===== src/rtl/reram_seq_pkg.sv =====
// Shared types, packet field positions and pack/unpack helpers for the ReRAM command sequencer.
// Builds with RERAM_SEQ_VERIFY_EN defined add the program-verify states.
package reram_seq_pkg;

    localparam int CMD_OP_LSB   = 30;
    localparam int CMD_ROW_LSB  = 25;
    localparam int CMD_COL_LSB  = 20;
    localparam int CMD_DATA_LSB = 0;
    localparam int ADDR_W       = 5;
    localparam int DATA_W       = 8;
    localparam int CNT_W        = 8;

    typedef enum logic [1:0] {
        OP_PROG = 2'b00,
        OP_READ = 2'b01,
        OP_ILL  = 2'b10
    } op_e;

`ifdef RERAM_SEQ_VERIFY_EN
    typedef enum logic [2:0] {
        ST_IDLE, ST_SETUP, ST_PULSE, ST_RESP, ST_VSETUP, ST_VPULSE
    } state_e;
`else
    typedef enum logic [1:0] {
        ST_IDLE, ST_SETUP, ST_PULSE, ST_RESP
    } state_e;
`endif

    typedef struct packed {
        op_e               op;
        logic [ADDR_W-1:0] row;
        logic [ADDR_W-1:0] col;
        logic [DATA_W-1:0] data;
    } cmd_t;

    // Both 1x encodings collapse onto OP_ILL; reserved bits [19:8] are dropped.
    function automatic cmd_t unpack_cmd(input logic [31:0] pkt);
        cmd_t c;
        c.op   = pkt[CMD_OP_LSB+1] ? OP_ILL : op_e'(pkt[CMD_OP_LSB +: 2]);
        c.row  = pkt[CMD_ROW_LSB +: ADDR_W];
        c.col  = pkt[CMD_COL_LSB +: ADDR_W];
        c.data = pkt[CMD_DATA_LSB +: DATA_W];
        return c;
    endfunction

    function automatic logic [31:0] pack_rsp(input logic [1:0] tag, input logic [ADDR_W-1:0] row,
                                             input logic [ADDR_W-1:0] col, input logic [DATA_W-1:0] data);
        return {tag, row, col, 12'h000, data};
    endfunction

    function automatic logic [7:0] sat_inc(input logic [7:0] v);
        return (v == 8'hFF) ? v : v + 8'd1;
    endfunction

endpackage


===== src/rtl/reram_pulse_timer.sv =====
// Loadable down-counter shared by the setup and pulse phases; done while the count is zero.
module reram_pulse_timer
    import reram_seq_pkg::*;
(
    input  logic             clk_i,
    input  logic             rst_i,
    input  logic             load_i,
    input  logic [CNT_W-1:0] load_val_i,
    output logic             done_o
);

    logic [CNT_W-1:0] cnt_q, cnt_d;

    always_comb begin
        cnt_d = cnt_q;
        if (load_i)
            cnt_d = load_val_i;
        else if (cnt_q != '0)
            cnt_d = cnt_q - 1'b1;
    end

    always_ff @(posedge clk_i) begin
        if (rst_i) cnt_q <= '0;
        else       cnt_q <= cnt_d;
    end

    assign done_o = (cnt_q == '0);

endmodule


===== src/rtl/reram_cmd_sequencer.sv =====
// Pops command packets, sequences crossbar setup/pulse timing and returns read responses.
// Optional program-verify with retries is enabled by defining RERAM_SEQ_VERIFY_EN.
module reram_cmd_sequencer
    import reram_seq_pkg::*;
#(
    parameter int SETUP_CYCLES    = 1,
    parameter int WR_PULSE_CYCLES = 4,
    parameter int RD_PULSE_CYCLES = 2,
    parameter int MAX_RETRY       = 3
) (
    input  logic        wb_clk_i,
    input  logic        wb_rst_i,
    input  logic        cmd_valid_i,
    input  logic [31:0] cmd_data_i,
    output logic        cmd_ready_o,
    output logic        arr_en_o,
    output logic        arr_we_o,
    output logic [4:0]  arr_row_o,
    output logic [4:0]  arr_col_o,
    output logic [7:0]  arr_wdata_o,
    input  logic [7:0]  arr_rdata_i,
    output logic        rsp_valid_o,
    output logic [31:0] rsp_data_o,
    input  logic        rsp_ready_i,
    output logic        busy_o,
    output logic [7:0]  err_cnt_o
);

    if (SETUP_CYCLES < 1 || WR_PULSE_CYCLES < 1 || RD_PULSE_CYCLES < 1 || MAX_RETRY < 0 ||
        SETUP_CYCLES > 256 || WR_PULSE_CYCLES > 256 || RD_PULSE_CYCLES > 256) begin : g_param_chk
        $error("reram_cmd_sequencer: cycle parameters must lie in 1..256");
    end

    localparam logic [CNT_W-1:0] SETUP_LD = CNT_W'(SETUP_CYCLES - 1);
    localparam logic [CNT_W-1:0] WR_LD    = CNT_W'(WR_PULSE_CYCLES - 1);
    localparam logic [CNT_W-1:0] RD_LD    = CNT_W'(RD_PULSE_CYCLES - 1);

    state_e      state_q, state_d;
    logic [4:0]  row_q, row_d, col_q, col_d;
    logic [7:0]  wdata_q, wdata_d, err_q, err_d;
    logic        we_q, we_d, en_q, en_d, ready_q, ready_d, rspv_q, rspv_d, busy_q, busy_d;
    logic [31:0] rsp_q, rsp_d;
    logic        tmr_load, tmr_done;
    logic [CNT_W-1:0] tmr_val;
    cmd_t        cmd;
`ifdef RERAM_SEQ_VERIFY_EN
    logic [7:0]  retry_q, retry_d;
`endif

    assign cmd = unpack_cmd(cmd_data_i);

    reram_pulse_timer u_timer (
        .clk_i      (wb_clk_i),
        .rst_i      (wb_rst_i),
        .load_i     (tmr_load),
        .load_val_i (tmr_val),
        .done_o     (tmr_done)
    );

    always_comb begin
        state_d  = state_q;
        row_d    = row_q;
        col_d    = col_q;
        wdata_d  = wdata_q;
        we_d     = we_q;
        err_d    = err_q;
        rsp_d    = rsp_q;
        tmr_load = 1'b0;
        tmr_val  = SETUP_LD;
`ifdef RERAM_SEQ_VERIFY_EN
        retry_d  = retry_q;
`endif
        case (state_q)
            ST_IDLE: if (cmd_valid_i) begin
                if (cmd.op == OP_ILL) begin
                    err_d = sat_inc(err_q);
                end else begin
                    row_d    = cmd.row;
                    col_d    = cmd.col;
                    wdata_d  = cmd.data;
                    we_d     = (cmd.op == OP_PROG);
                    state_d  = ST_SETUP;
                    tmr_load = 1'b1;
`ifdef RERAM_SEQ_VERIFY_EN
                    retry_d  = '0;
`endif
                end
            end
            ST_SETUP: if (tmr_done) begin
                state_d  = ST_PULSE;
                tmr_load = 1'b1;
                tmr_val  = we_q ? WR_LD : RD_LD;
            end
            ST_PULSE: if (tmr_done) begin
                if (we_q) begin
`ifdef RERAM_SEQ_VERIFY_EN
                    state_d  = ST_VSETUP;
                    we_d     = 1'b0;
                    tmr_load = 1'b1;
`else
                    state_d  = ST_IDLE;
`endif
                end else begin
                    state_d = ST_RESP;
                    rsp_d   = pack_rsp(2'b01, row_q, col_q, arr_rdata_i);
                end
            end
            ST_RESP: if (rsp_ready_i) state_d = ST_IDLE;
`ifdef RERAM_SEQ_VERIFY_EN
            ST_VSETUP: if (tmr_done) begin
                state_d  = ST_VPULSE;
                tmr_load = 1'b1;
                tmr_val  = RD_LD;
            end
            ST_VPULSE: if (tmr_done) begin
                if (arr_rdata_i == wdata_q) begin
                    state_d = ST_IDLE;
                end else if (32'(retry_q) < MAX_RETRY) begin
                    retry_d  = retry_q + 8'd1;
                    we_d     = 1'b1;
                    state_d  = ST_SETUP;
                    tmr_load = 1'b1;
                end else begin
                    err_d   = sat_inc(err_q);
                    rsp_d   = pack_rsp(2'b11, row_q, col_q, arr_rdata_i);
                    state_d = ST_RESP;
                end
            end
`endif
            default: state_d = ST_IDLE;
        endcase
        // Outputs are registered from the next state so they line up with it.
        ready_d = (state_d == ST_IDLE);
        busy_d  = (state_d != ST_IDLE);
        rspv_d  = (state_d == ST_RESP);
`ifdef RERAM_SEQ_VERIFY_EN
        en_d    = (state_d == ST_PULSE) || (state_d == ST_VPULSE);
`else
        en_d    = (state_d == ST_PULSE);
`endif
    end

    always_ff @(posedge wb_clk_i) begin
        if (wb_rst_i) begin
            state_q <= ST_IDLE;
            row_q   <= '0;
            col_q   <= '0;
            wdata_q <= '0;
            we_q    <= 1'b0;
            en_q    <= 1'b0;
            ready_q <= 1'b1;
            rspv_q  <= 1'b0;
            rsp_q   <= '0;
            busy_q  <= 1'b0;
            err_q   <= '0;
`ifdef RERAM_SEQ_VERIFY_EN
            retry_q <= '0;
`endif
        end else begin
            state_q <= state_d;
            row_q   <= row_d;
            col_q   <= col_d;
            wdata_q <= wdata_d;
            we_q    <= we_d;
            en_q    <= en_d;
            ready_q <= ready_d;
            rspv_q  <= rspv_d;
            rsp_q   <= rsp_d;
            busy_q  <= busy_d;
            err_q   <= err_d;
`ifdef RERAM_SEQ_VERIFY_EN
            retry_q <= retry_d;
`endif
        end
    end

    assign cmd_ready_o = ready_q;
    assign arr_en_o    = en_q;
    assign arr_we_o    = we_q;
    assign arr_row_o   = row_q;
    assign arr_col_o   = col_q;
    assign arr_wdata_o = wdata_q;
    assign rsp_valid_o = rspv_q;
    assign rsp_data_o  = rsp_q;
    assign busy_o      = busy_q;
    assign err_cnt_o   = err_q;

endmodule


===== config.mk =====
export PLATFORM = sky130hd
export DESIGN_NAME = reram_cmd_sequencer
export DESIGN_NICKNAME = d
export VERILOG_FILES = /design/src/rtl/reram_seq_pkg.sv /design/src/rtl/reram_pulse_timer.sv /design/src/rtl/reram_cmd_sequencer.sv
export SDC_FILE = /design/constraint.sdc
export NUM_CORES = 1
export LEC_CHECK = 0
export ABC_AREA = 1
export CELL_PAD_IN_SITES_DETAIL_PLACEMENT = 2
export CELL_PAD_IN_SITES_GLOBAL_PLACEMENT = 2
export CORE_MARGIN = 2
export CORE_UTILIZATION = 24
export DETAILED_ROUTE_END_ITERATION = 10
export GPL_ROUTABILITY_DRIVEN = 1
export PLACE_DENSITY_LB_ADDON = 0.1
export SETUP_SLACK_MARGIN = 0.3
export SLEW_MARGIN = 40
export SYNTH_ARGS = -nofsm -noshare
export SYNTH_HDL_FRONTEND = slang
export SYNTH_SLANG_ARGS = --single-unit

===== constraint.sdc =====
create_clock -name wb_clk_i -period 4.3 [get_ports wb_clk_i]
set_input_delay 1.29 -clock wb_clk_i [delete_from_list [all_inputs] [get_ports wb_clk_i]]
set_output_delay 1.29 -clock wb_clk_i [all_outputs]
set_load 0.01 [all_outputs]

**Run 1: placed cells, one color a class**

Fill, decap, tap and diode cells in gray.
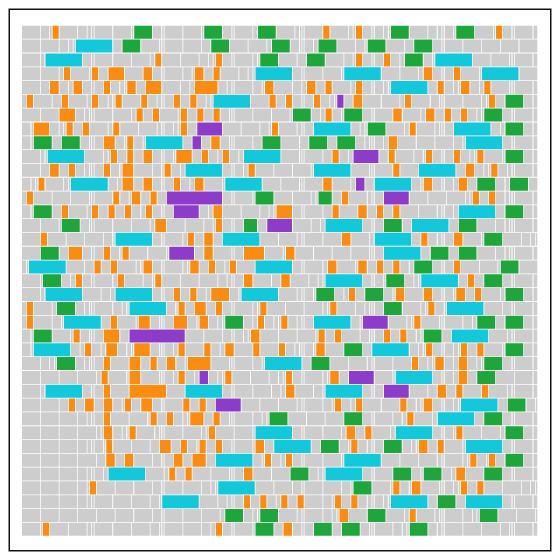
Key: purple = clock drivers and dummy loads [cells 16]; cyan = flip-flops [cells 60]; green = other buffers and delay cells [cells 83]; orange = all other logic [cells 264]

**Run 1: signal wires by layer**

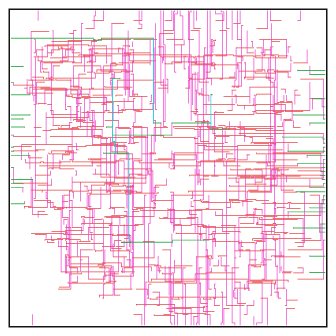
Key: magenta = met2 [wire length 3710 um]; cyan = met4 [wire length 96.1 um]; green = met3 [wire length 331 um]; red = met1 [wire length 3600 um]
overall global routing resource usage: 0.144
wire length after detailed routing: 7740 um
total vias in the final route: 2440
detailed-route wire length per cell: 13.8 um

==> notes.md, run 1 <==
### Run status
* **outcome** finished clean

### Placed design
* **instance count after placement with tap cells included** 543
* **number of buffers added on ports** 81
* **sum of net half-perimeters after detailed placement** 5590 um

### GRT
* **via count of the first global-routing pass** 2527
* **met2 usage in global routing** 0.241
* **wire length of the first global-routing pass** 12700 um
* **Global Route met3 Usage** 0.0392
* **number of antenna violations at the first check in global routing** 0
* **met1 track utilization from global routing** 0.181

### Layout
* **cell type taking the most area** registers
* **buffers outside the clock class** 83
* **most frequent cells in the layout** sky130_fd_sc_hd__nor2_1 (99), sky130_fd_sc_hd__clkdlybuf4s50_1 (81), sky130_fd_sc_hd__dfxtp_1 (60)
* **Combinational Area** 0.00111 mm2
* **Clock buffer cells** 11
* **num sequential** 60
* **tally of non-filler cells in the final layout** 559
* **utilization of the core after routing** 0.353
* **most common cell after layout, fill and taps aside** sky130_fd_sc_hd__nor2_1
* **fraction of final layout cells sized beyond drive strength 1** 0.0686
* **Area Growth Syn to Fin** 43.7%
* **register fraction of the total cell area** 0.332
* **diode count** 0
* **multi-input gate count** 241

### Power and ir drop
* **maximum resistive drop on vdd** 179 uV
* **power of the combinational group** 550 uW
* **Clock Power Share** 0.316
* **Leak Pwr** 0.00145 uW
* **sw frac** 0.336
* **share of power burned in registers** 0.381
* **Combinational Power Share** 0.303
* **Seq group** 690 uW

### Worst setup path
* **Worst R2R End** arr_we_o$_SDFFE_PP0P_
* **instance count on the critical path** 5
* **Crit path max-delay family** buffers and inverters
* **Crit path buffers/inverters** 3
* **crit path to** arr_we_o$_SDFFE_PP0P_
* **endpoint kind of the worst setup timing path** flip-flop
* **Critical path origin** wb_rst_i
* **maximum fanout along the worst path** 29
* **worst-path cell with the longest stage delay** sky130_fd_sc_hd__clkdlybuf4s50_1
* **cells along the critical path** clkdlybuf4s50_1, inv_1, buf_4, o21ai_0, a21oi_1

### Floorplanning
* **Taps Inserted** 136
* **I/O pin cnt** 107
* **Row Count** 37
* **die extent in x** 106 um
* **chip area** 0.0113 mm2

### Clocking
* **insertion delay of the later-clocked pin in the worst-skew pair** 0.34 ns
* **Num Clock Sinks** 60
* **TritonCTS clock tree** yes
* **maximum buffer depth of the clock tree** 2
* **number of buffers added by the clock tree synthesis step** 9
* **hold bufs inserted after CTS** 0

### Synth
* **main combinational cell family by area after synthesis** simple AND/OR/NAND/NOR gates
* **Compound Share, Synth** 0.109
* **number of cells in Yosys stat** 336
* **number of instances in the synthesized netlist** 336
* **post-synth top area share** 0.477
* **mean instance size in the synthesized netlist** 7.49 um2
* **Mux area share** 0
* **synthesized area** 0.00252 mm2
* **post-synthesis share of cell area spent on xor and xnor gates** 0.0244
* **area fraction in full adders, half adders and majority gates** 0.00995
* **Synthesized registers** 60
* **most repeated cell in the gate-level netlist after synthesis** sky130_fd_sc_hd__nor2_1

### Drt
* **via count normalized by instance count** 4.36
* **number of DRC violations after detailed-routing iteration 0** 39
* **met3 wirelength from detailed routing** 330 um
* **DRC violations left** 0
* **met1 wire length** 3600 um
* **Pre-Repair DR Iteration Count** 4

### STA
* **min cycle time layout** 2.85 ns
* **final tally of hold violations** 0
* **share of the clock period used by the worst path** 0.663
* **setup repair after global routing missed its margin** false

### Worst hold path
* **Min-Delay Path Class** flip-flop to flip-flop
* **hold worst-path end** rsp_data_o[30]$_SDFFE_PP0P_
* **Min-Delay Path Depth** 2
* **min-delay src** rsp_data_o[30]$_SDFFE_PP0P_

**Run 1: I/O pins on the die edge**

Pins as bars across the die edge, other pins in gray.
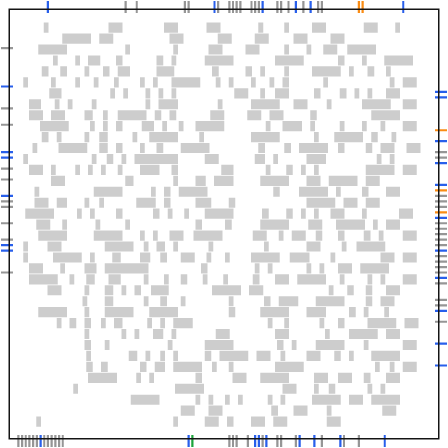
Key: orange = arr_row_o [pins 5, direction output, edge 3 right, 2 top]; green = arr_we_o [pins 1, direction output, edge bottom]; blue = rsp_data_o [pins 32, direction output, edge 11 right, 9 bottom, 6 left, 6 top]
All pins by edge: 33 bottom, 32 right, 26 top, 16 left.

**Run 1: clock network drawn from the DEF**

The bar under the picture is 20 um long.
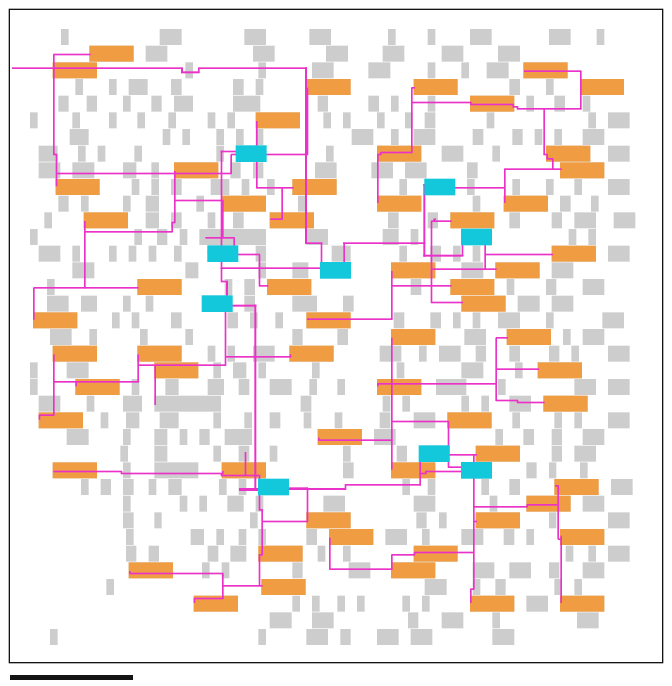

## Run 2: what changed since run 1
CORE_UTILIZATION = 22   (was 24)
clock period = 2.9 ns   (was 4.3 ns; I/O delays follow)
**Run 2: clock network drawn from the DEF**

The bar under the picture is 20 um long.
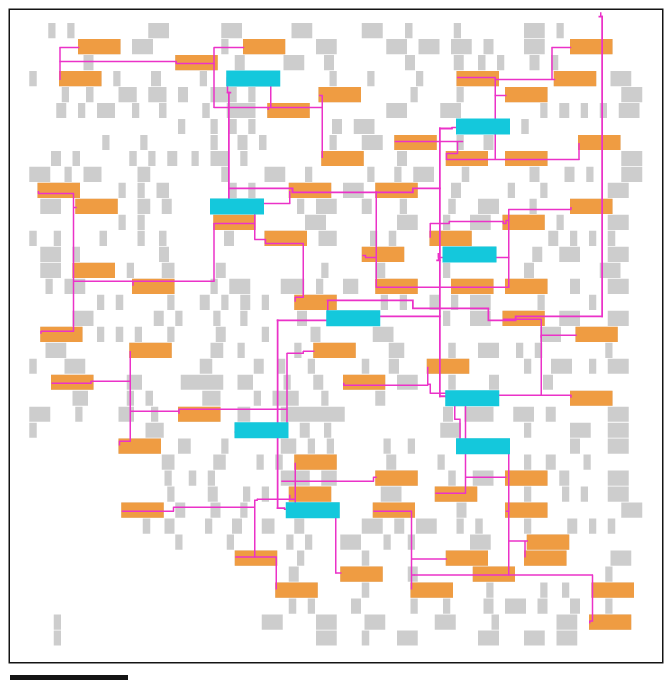
Key: orange = flip-flops [count 60]; magenta = clock wires [length 1020 um]; cyan = cells driving clock nets [count 9]
Position of the flops: widely spread.

==> run 2 against run 1 <==
  * Clock skew shrank 0.0015 ns
  * Register-to-register slack lost 1.2 ns
  * Total power is 62% higher
  * Largest power group is now the clock network
==> notes.md, run 2 <==
### Run status
* **outcome** finished clean

### Worst setup path
* **Crit path buffers/inverters** 1
* **maximum fanout along the worst path** 5
* **Critical path origin** arr_we_o$_SDFFE_PP0P_
* **instance count on the critical path** 1
* **cells along the critical path** clkdlybuf4s50_1
* **endpoint kind of the worst setup timing path** output port
* **worst-path cell with the longest stage delay** sky130_fd_sc_hd__clkdlybuf4s50_1
* **Crit path max-delay family** buffers and inverters

### STA
* **min cycle time layout** 2.25 ns

### Power and ir drop
* **Combinational Power Share** 0.279
* **maximum resistive drop on vdd** 229 uV
* **Leak Pwr** 0.00149 uW
* **share of power burned in registers** 0.349
* **Clock Power Share** 0.372
* **sw frac** 0.315

### Clocking
* **number of buffers added by the clock tree synthesis step** 9
* **hold bufs inserted after CTS** 0
* **maximum buffer depth of the clock tree** 2

### Layout
* **fraction of final layout cells sized beyond drive strength 1** 0.0684
* **tally of non-filler cells in the final layout** 567
* **Area Growth Syn to Fin** 48.1%
* **cell type taking the most area** registers
* **most common cell after layout, fill and taps aside** sky130_fd_sc_hd__nor2_1
* **num sequential** 60
* **most frequent cells in the layout** sky130_fd_sc_hd__nor2_1 (99), sky130_fd_sc_hd__clkdlybuf4s50_1 (81), sky130_fd_sc_hd__dfxtp_1 (60)
* **register fraction of the total cell area** 0.322

### Worst hold path
* **Min-Delay Path Depth** 2
* **hold worst-path end** rsp_data_o[30]$_SDFFE_PP0P_

### Synth
* **area fraction in full adders, half adders and majority gates** 0.00995
* **Compound Share, Synth** 0.109
* **main combinational cell family by area after synthesis** simple AND/OR/NAND/NOR gates
* **most repeated cell in the gate-level netlist after synthesis** sky130_fd_sc_hd__nor2_1
* **post-synthesis share of cell area spent on xor and xnor gates** 0.0244
* **Synthesized registers** 60

### Drt
* **number of DRC violations after detailed-routing iteration 0** 95

### Floorplanning
* **chip area** 0.0123 mm2
* **I/O pin cnt** 107

### GRT
* **via count of the first global-routing pass** 2621
* **met1 track utilization from global routing** 0.166
* **wire length of the first global-routing pass** 13200 um

### Placed design
* **instance count after placement with tap cells included** 552
* **number of buffers added on ports** 81

Power figures rest on the tool's default switching activity, not on a simulated workload.
